<file path="config.mk">
export PLATFORM = sky130hd
export DESIGN_NAME = uart_tx_serializer
export DESIGN_NICKNAME = d
export VERILOG_FILES = /design/src/rtl/uart_tx_serializer.sv
export SDC_FILE = /design/constraint.sdc
export NUM_CORES = 1
export LEC_CHECK = 0
export ABC_AREA = 0
export CORE_MARGIN = 2
export CORE_UTILIZATION = 50
export CTS_BUF_LIST = sky130_fd_sc_hd__clkbuf_8 sky130_fd_sc_hd__clkbuf_16
export DETAILED_ROUTE_END_ITERATION = 16
export PLACE_DENSITY = 0.71
export SYNTH_ARGS = -nofsm -noshare
export SYNTH_HDL_FRONTEND = slang
export SYNTH_SLANG_ARGS = --single-unit
</file>
<file path="constraint.sdc">
create_clock -name CLK -period 3.22 [get_ports CLK]
set_input_delay 0.483 -clock CLK [delete_from_list [all_inputs] [get_ports CLK]]
set_output_delay 0.483 -clock CLK [all_outputs]
set_load 0.03 [all_outputs]
</file>
<file path="src/rtl/uart_tx_serializer.sv">
// UART transmit serialiser: start, LSB-first data, optional parity, 1/2 stop.
// Bit timing from a per-frame latched prescale; zero-gap back-to-back frames.
module uart_tx_serializer #(
  parameter int DATA_WIDTH = 8,
  parameter int PRESCALE_W = 16
) (
  input  logic                  CLK,
  input  logic                  RST,
  input  logic [DATA_WIDTH-1:0] P_DATA,
  input  logic                  DATA_VALID,
  output logic                  READY,
  input  logic                  PAR_EN,
  input  logic                  PAR_TYP,
  input  logic                  STOP2,
  input  logic [PRESCALE_W-1:0] PRESCALE,
  output logic                  TX_OUT,
  output logic                  BUSY,
  output logic                  TX_DONE
);

  localparam int BW = (DATA_WIDTH > 1) ? $clog2(DATA_WIDTH) : 1;
  localparam logic [PRESCALE_W-1:0] ONE = PRESCALE_W'(1);
  localparam logic [BW-1:0] LAST_BIT = BW'(DATA_WIDTH - 1);

  typedef enum logic [2:0] {
    IDLE   = 3'd0,
    START  = 3'd1,
    DATA   = 3'd2,
    PARITY = 3'd3,
    STOP   = 3'd4
  } state_t;

  state_t                r_state;
  logic [PRESCALE_W-1:0] r_cnt;
  logic [PRESCALE_W-1:0] r_p;
  logic [BW-1:0]         r_bit;
  logic [DATA_WIDTH-1:0] r_shift;
  logic                  r_par;
  logic                  r_par_en;
  logic                  r_stop2;
  logic                  r_stop_idx;
  logic                  r_tx;
  logic                  r_busy;
  logic                  r_done;
  logic                  r_ready;

  logic                  w_accept;
  logic                  w_last;
  logic                  w_fin;
  logic [PRESCALE_W-1:0] w_cnt_inc;
  logic [PRESCALE_W-1:0] w_p_in;

  assign w_accept  = DATA_VALID && r_ready;
  assign w_last    = (r_cnt == r_p - ONE);
  assign w_fin     = (r_stop_idx == r_stop2);
  assign w_cnt_inc = r_cnt + ONE;
  assign w_p_in    = (PRESCALE == '0) ? ONE : PRESCALE;

  always_ff @(posedge CLK) begin
    if (RST) begin
      r_state    <= IDLE;
      r_cnt      <= '0;
      r_p        <= ONE;
      r_bit      <= '0;
      r_shift    <= '0;
      r_par      <= 1'b0;
      r_par_en   <= 1'b0;
      r_stop2    <= 1'b0;
      r_stop_idx <= 1'b0;
      r_tx       <= 1'b1;
      r_busy     <= 1'b0;
      r_done     <= 1'b0;
      r_ready    <= 1'b1;
    end else begin
      r_done <= 1'b0;
      // accept only happens in IDLE or the final stop cycle
      if (w_accept) begin
        r_shift  <= P_DATA;
        r_par    <= (^P_DATA) ^ PAR_TYP;
        r_par_en <= PAR_EN;
        r_stop2  <= STOP2;
        r_p      <= w_p_in;
      end
      case (r_state)
        IDLE: begin
          r_tx    <= 1'b1;
          r_busy  <= 1'b0;
          r_ready <= 1'b1;
          if (w_accept) begin
            r_state <= START;
            r_tx    <= 1'b0;
            r_busy  <= 1'b1;
            r_ready <= 1'b0;
            r_cnt   <= '0;
          end
        end
        START: begin
          if (w_last) begin
            r_state <= DATA;
            r_tx    <= r_shift[0];
            r_cnt   <= '0;
            r_bit   <= '0;
          end else begin
            r_cnt <= w_cnt_inc;
          end
        end
        DATA: begin
          if (w_last) begin
            r_cnt <= '0;
            if (r_bit == LAST_BIT) begin
              r_bit <= '0;
              if (r_par_en) begin
                r_state <= PARITY;
                r_tx    <= r_par;
              end else begin
                r_state    <= STOP;
                r_tx       <= 1'b1;
                r_stop_idx <= 1'b0;
                r_ready    <= (r_p == ONE) && !r_stop2;
              end
            end else begin
              r_bit   <= r_bit + BW'(1);
              r_shift <= r_shift >> 1;
              r_tx    <= r_shift[1];
            end
          end else begin
            r_cnt <= w_cnt_inc;
          end
        end
        PARITY: begin
          if (w_last) begin
            r_state    <= STOP;
            r_tx       <= 1'b1;
            r_cnt      <= '0;
            r_stop_idx <= 1'b0;
            r_ready    <= (r_p == ONE) && !r_stop2;
          end else begin
            r_cnt <= w_cnt_inc;
          end
        end
        STOP: begin
          if (w_last && w_fin) begin
            r_done     <= 1'b1;
            r_cnt      <= '0;
            r_stop_idx <= 1'b0;
            if (w_accept) begin
              r_state <= START;
              r_tx    <= 1'b0;
              r_busy  <= 1'b1;
              r_ready <= 1'b0;
            end else begin
              r_state <= IDLE;
              r_tx    <= 1'b1;
              r_busy  <= 1'b0;
              r_ready <= 1'b1;
            end
          end else if (w_last) begin
            r_stop_idx <= 1'b1;
            r_cnt      <= '0;
            r_ready    <= (r_p == ONE);
          end else begin
            r_cnt   <= w_cnt_inc;
            r_ready <= (w_cnt_inc == r_p - ONE) && w_fin;
          end
        end
        default: begin
          r_state    <= IDLE;
          r_cnt      <= '0;
          r_bit      <= '0;
          r_stop_idx <= 1'b0;
          r_tx       <= 1'b1;
          r_busy     <= 1'b0;
          r_ready    <= 1'b1;
        end
      endcase
    end
  end

  assign READY   = r_ready;
  assign TX_OUT  = r_tx;
  assign BUSY    = r_busy;
  assign TX_DONE = r_done;

endmodule

</file>
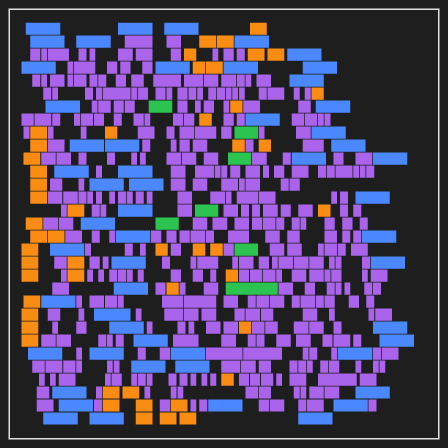
(run_1/cell_classes.png)
[all other logic] purple | cells: 374
[clock drivers and dummy loads] green | cells: 7
[flip-flops] blue | cells: 54
[other buffers and delay cells] orange | cells: 49

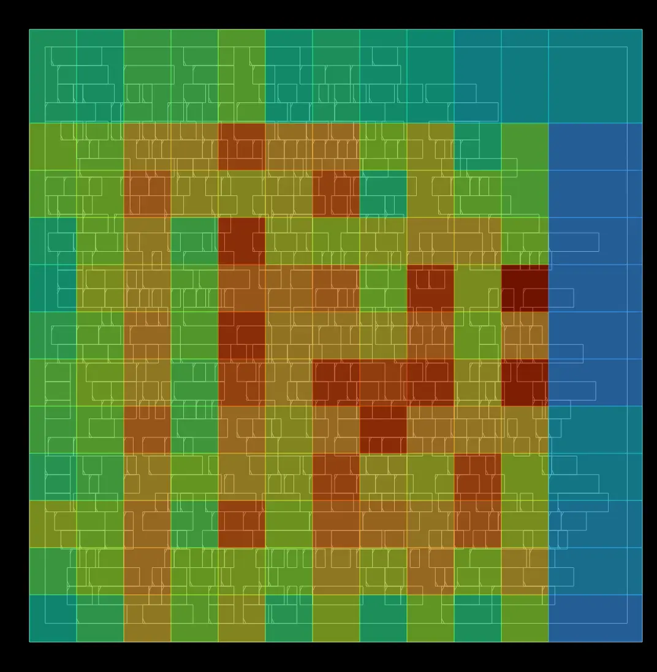
(run_1/final_congestion.png)
routed len/inst: 15.0 um
GRT Total Usage: 23.6%
fin util: 58.7%
met3 Track Usage GR: 3.11%
met2 usage: 38.8%

==> ci_impl_report.md, run 1 <==
## Implementation flow summary

| Metric | Value |
|---|---|
| Status | completed |
| Final Hold Viols | 0 |
| PostCTS Resize Cnt | 0 |
| RSZ-0062 raised after global routing | no |
| Deepest clock path buffer count | 2 |
| Main logic family | simple AND/OR/NAND/NOR gates |
| Final setup fails | 0 |
| Hold buffer count at cts | 0 |
| Biggest regs | r_cnt x16, r_p x16, r_shift x8 |
| OpenROAD warnings | 27 |
| M1 GR Usage | about a third |
| Fmax | 0.327 GHz |
| NonClk Buf Share | 10.7% |
| Max_cap viols | 0 |
| Fraction of layout cells with a size suffix above 1 | 9.50% |
| Most frequent cells in the layout | nand2_1 (72), dfxtp_1 (53), a21oi_1 (37) |
| HP Class | reg2reg |
| Worst skew pair latency | 300 ps |
| Worst hold stages | 2 |
| Root buffer cell | clkbuf_8 |
| Combinational share of cell area | 57.2% |
| GRT Max-Usage Layer | met2 |
| YS chip area | 3660 um^2 |
| Logic area | roughly 2400 um^2 |
| Cycle use final | a little over nine tenths |
| Chip area | around 8000 um^2 |
| Iteration-0 DRC Markers | 283 |
| CP Cell Sequence | inv_1 > ha_2 > or3b_1 > or3_1 > o211ai_1 > a21boi_1 > o2111a_2 > buf_4 > and2_1 > or4b_2 > o41ai_2 |
| Post-Synth XOR/XNOR Area | 12.2% |
| Synth top cell by count | nand2_1 |
| Layout Cells excl Fill | 583 |
| Largest class | logic gates |
| Placed cells | between 500 and 600 |
| Seq pwr share | 36.3% |
| CP Max Fanout | 8 |
| M1 wire length | 4020 um |
| Via density | 5.85 |
| Sw Pwr | ~860 uW |
| Critical path class | reg2reg |
| Register area | 1080 um^2 |
| Non-Clock Buffer Count | 49 |
| Ys flop type | dfxtp_1 |
| Post-DP HPWL | about 6700 um |
| Worst hold slack | 462 ps |
| Post-synthesis cell count | 463 |
| Total design power | 2.30 mW |
| Sequential fraction of the synthesis area | 29.5% |
| CTS tree | built |
| Tapcell Cnt | approximately 99 |
| Largest net degree at the start of global routing | 30 |
| Fin Setup TNS | 0 ps |
| Internal power | between 1 and 1.5 mW |
| Clock Power Share | 20.5% |
| Main area contributors after synthesis | dfxtp_1 (30%), xnor2_1 (8.4%), nand2_1 (7.4%) |
| Worst setup margin | 159 ps |
| Global placement routability congestion | 0.879 |
| Hold endpoint | r_par |
| Total congestion overflow | 0 |
| Cell Type Count | 64 |
| Die Y | 89.6 um |
| Number of top-level pins | 34 |
| Setup repair bufs after CTS | 0 |
| Multiplexer share | 5.74% |
| Core Region | slightly above 7000 um^2 |
| Post-synthesis cell area | 3660 um^2 |
| # rows | 31 |
| Placement Setup Slack | 48.2 ps |
| Crit path time final | 3060 ps |
| Clk sinks | 54 |
| Finished Cell Area | 4210 um^2 |
| Num CTS Buffers | 5 |
| Seq cells | approximately 54 |
| Via Count | 3412 |
| Clock distribution power | 470 uW |
| Nets@finish | 519 |
| Seq/total area | 25.7% |
| WP depth | 11 |
| Crit start category | flop |
| Max-area cell share | 29.5% |
| Combinational gates | ~370 |
| PortBufs | 33 |
| CP Buf/Inv Count | 2 |
| RR Startpoint | r_p[1] |
| Worst setup path start | r_p[1] |
| Measured slew at the worst slew-check pin | around 720 ps |
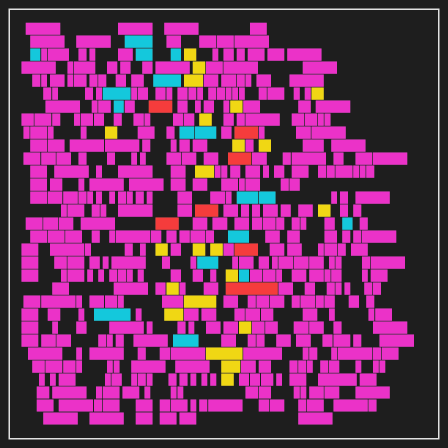
(run_1/drive_strength.png)
[drive 6 and up] red | cells: 7 | share: 1.4%
[drive 3 to 4] yellow | cells: 22 | share: 4.5%
[drive 1 or less] magenta | cells: 438 | share: 90%
[drive 2] cyan | cells: 17 | share: 3.5%

==> run 2: changes to the inputs <==
--- a/config.mk
+++ b/config.mk
@@ -11,6 +11,8 @@
 export CTS_BUF_LIST = sky130_fd_sc_hd__clkbuf_8 sky130_fd_sc_hd__clkbuf_16
 export DETAILED_ROUTE_END_ITERATION = 16
 export PLACE_DENSITY = 0.71
+export SKIP_CTS_REPAIR_TIMING = 1
+export SLEW_MARGIN = 40
 export SYNTH_ARGS = -nofsm -noshare
 export SYNTH_HDL_FRONTEND = slang
 export SYNTH_SLANG_ARGS = --single-unit
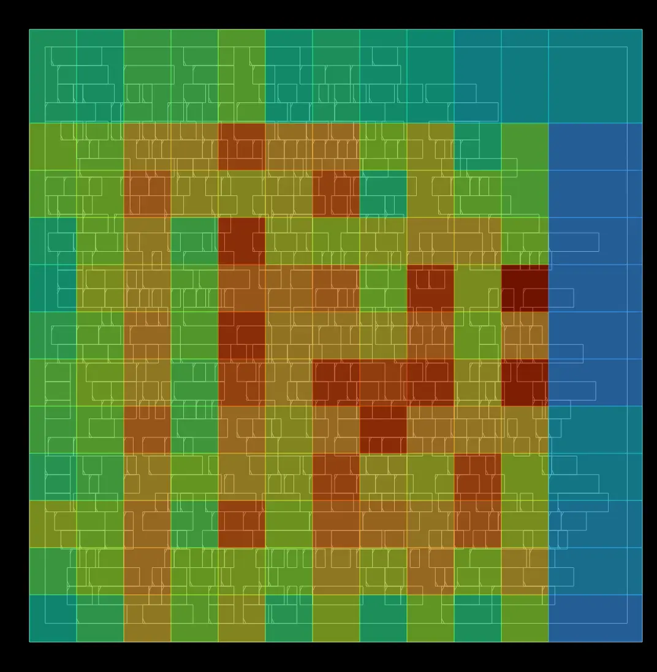
(run_2/final_congestion.png)
M1 GR Usage: 33.0%
GRT Max-Usage Layer: met2

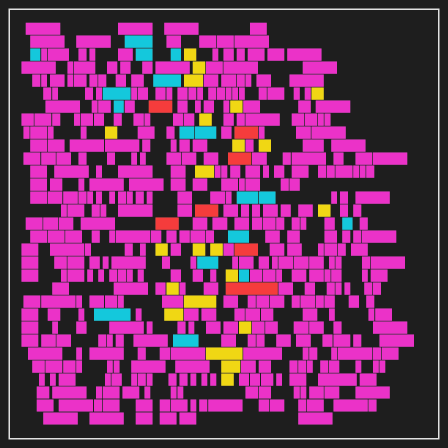
(run_2/drive_strength.png)
[drive 3 to 4] yellow | cells: 22 | share: 4.5%
[drive 1 or less] magenta | cells: 438 | share: 90%
[drive 2] cyan | cells: 17 | share: 3.5%
[drive 6 and up] red | cells: 7 | share: 1.4%

==> run 2 against run 1 <==
Against the previous run: maximum frequency unchanged; combinational power about the same; worst hold slack unchanged; largest power group unchanged; highest routed layer unchanged.
==> ci_impl_report.md, run 2 <==
## Implementation flow summary

| Metric | Value |
|---|---|
| Status | completed |
| Post-synthesis cell area | 3660 um^2 |
| Num CTS Buffers | 5 |
| CP Cell Sequence | inv_1 > ha_2 > or3b_1 > or3_1 > o211ai_1 > a21boi_1 > o2111a_2 > buf_4 > and2_1 > or4b_2 > o41ai_2 |
| Sw Pwr | 855 uW |
| RSZ-0062 raised after global routing | no |
| Internal power | 1.44 mW |
| Logic area | 2410 um^2 |
| Register area | ~1100 um^2 |
| Via Count | between 3000 and 4000 |
| Main area contributors after synthesis | dfxtp_1 (30%), xnor2_1 (8.4%), nand2_1 (7.4%) |
| Deepest clock path buffer count | 2 |
| Max_cap viols | 0 |
| Fin util | 58.7% |
| Non-Clock Buffer Count | 49 |
| Worst hold stages | 2 |
| Largest class | logic gates |
| YS chip area | 3660 um^2 |
| Max-area cell share | 29.5% |
| Crit start category | flop |
| M1 wire length | 4020 um |
| CP Max Fanout | 8 |
| Chip area | 8030 um^2 |
| Hold endpoint | r_par |
| Seq cells | 54 |
| Placement Setup Slack | between 40 and 50 ps |
| Sequential fraction of the synthesis area | 29.5% |
| Combinational share of cell area | 57.2% |
| Finished Cell Area | 4210 um^2 |
| Seq/total area | between 20 and 30% |
| Multiplexer share | about 5.7% |
| Worst setup margin | 159 ps |
| Routed len/inst | 15.0 um |
| Biggest regs | r_cnt x16, r_p x16, r_shift x8 |
| WP depth | 11 |
| Root buffer cell | clkbuf_8 |
| Post-DP HPWL | 6680 um |
| Measured slew at the worst slew-check pin | just over 700 ps |
| Main logic family | simple AND/OR/NAND/NOR gates |
| Crit path time final | 3060 ps |
| Clock Power Share | 20.5% |
| CP Buf/Inv Count | 2 |
| Synth top cell by count | nand2_1 |
| Cell Type Count | around 64 |
| Worst setup path start | r_p[1] |
| Iteration-0 DRC Markers | 283 |
| Clk sinks | between 50 and 60 |
| RR Startpoint | r_p[1] |
| Fin Setup TNS | 0 ps |
| Cycle use final | 95.1% |
| GRT Total Usage | a little under a quarter |
| # rows | 31 |
==> run 3: changes to the inputs <==
--- a/config.mk
+++ b/config.mk
@@ -11,6 +11,7 @@
 export CTS_BUF_LIST = sky130_fd_sc_hd__clkbuf_8 sky130_fd_sc_hd__clkbuf_16
 export DETAILED_ROUTE_END_ITERATION = 16
 export PLACE_DENSITY = 0.71
+export SETUP_SLACK_MARGIN = 0.15
 export SKIP_CTS_REPAIR_TIMING = 1
 export SLEW_MARGIN = 40
 export SYNTH_ARGS = -nofsm -noshare
==> run 3 against run 2 <==
Against the previous run: combinational power hardly changed; first-iteration DRC count is 7.8% lower; via count is 0.88% lower; routed wire length is 2.0% higher; critical path depth is 2 lower; critical endpoint is now r_bit[2]; largest cell class unchanged.
==> ci_impl_report.md, run 3 <==
## Implementation flow summary

| Metric | Value |
|---|---|
| Chip area | around 8000 um^2 |
| Placed cells | 574 |
| Worst setup margin | 247 ps |
| WP depth | 9 |
| CP Max Fanout | 8 |
| OpenROAD warnings | 28 |
| Core Region | around 7000 um^2 |
| Post-DP HPWL | 6680 um |
| Critical path class | reg2reg |
| Multiplexer share | roughly 5.7% |
| GRT Total Usage | 23.6% |
| Cell Type Count | between 60 and 70 |
| Largest class | logic gates |
| Nets@finish | about 520 |
| Clock distribution power | around 470 uW |
| Post-synthesis cell count | 463 |
| Cycle use final | between 90% and 100% |
| Combinational share of cell area | between 50% and 60% |
| Worst hold slack | about 460 ps |
| Sw Pwr | 873 uW |
| Iteration-0 DRC Markers | 261 |
| Finished Cell Area | 4260 um^2 |
| Hold endpoint | r_par |
| Deepest clock path buffer count | 2 |
| Status | completed |
| Main area contributors after synthesis | dfxtp_1 (30%), xnor2_1 (8.4%), nand2_1 (7.4%) |
| RSZ-0062 raised after global routing | yes |
| YS chip area | around 3700 um^2 |
| Final Hold Viols | 0 |
| Logic area | 2450 um^2 |
| PortBufs | 33 |
| Worst hold stages | 2 |
| Seq/total area | 25.5% |
| CTS tree | built |
| Fmax | 0.336 GHz |
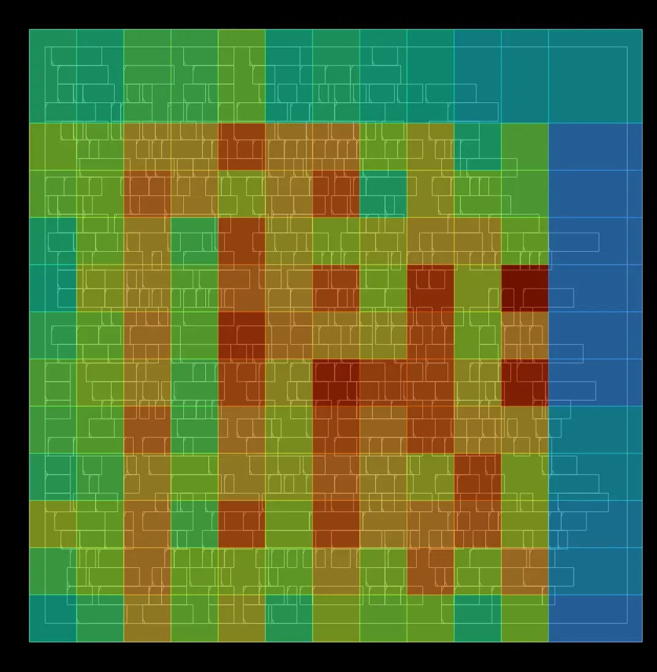
(run_3/final_congestion.png)
routed len/inst: 15.2 um
fin util: 59.4%

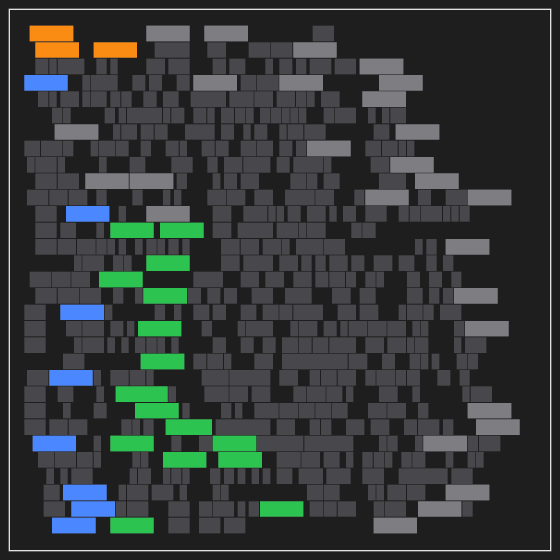
(run_3/registers.png)
Other sequential cells in the stronger grey, the rest of the logic in the fainter grey.
[`r_p`] green | sequential cells: 16
[`r_bit`] orange | sequential cells: 3
[`r_shift`] blue | sequential cells: 8
not coloured: 27

No activity file was given, so power comes from the tool's default toggle rates.
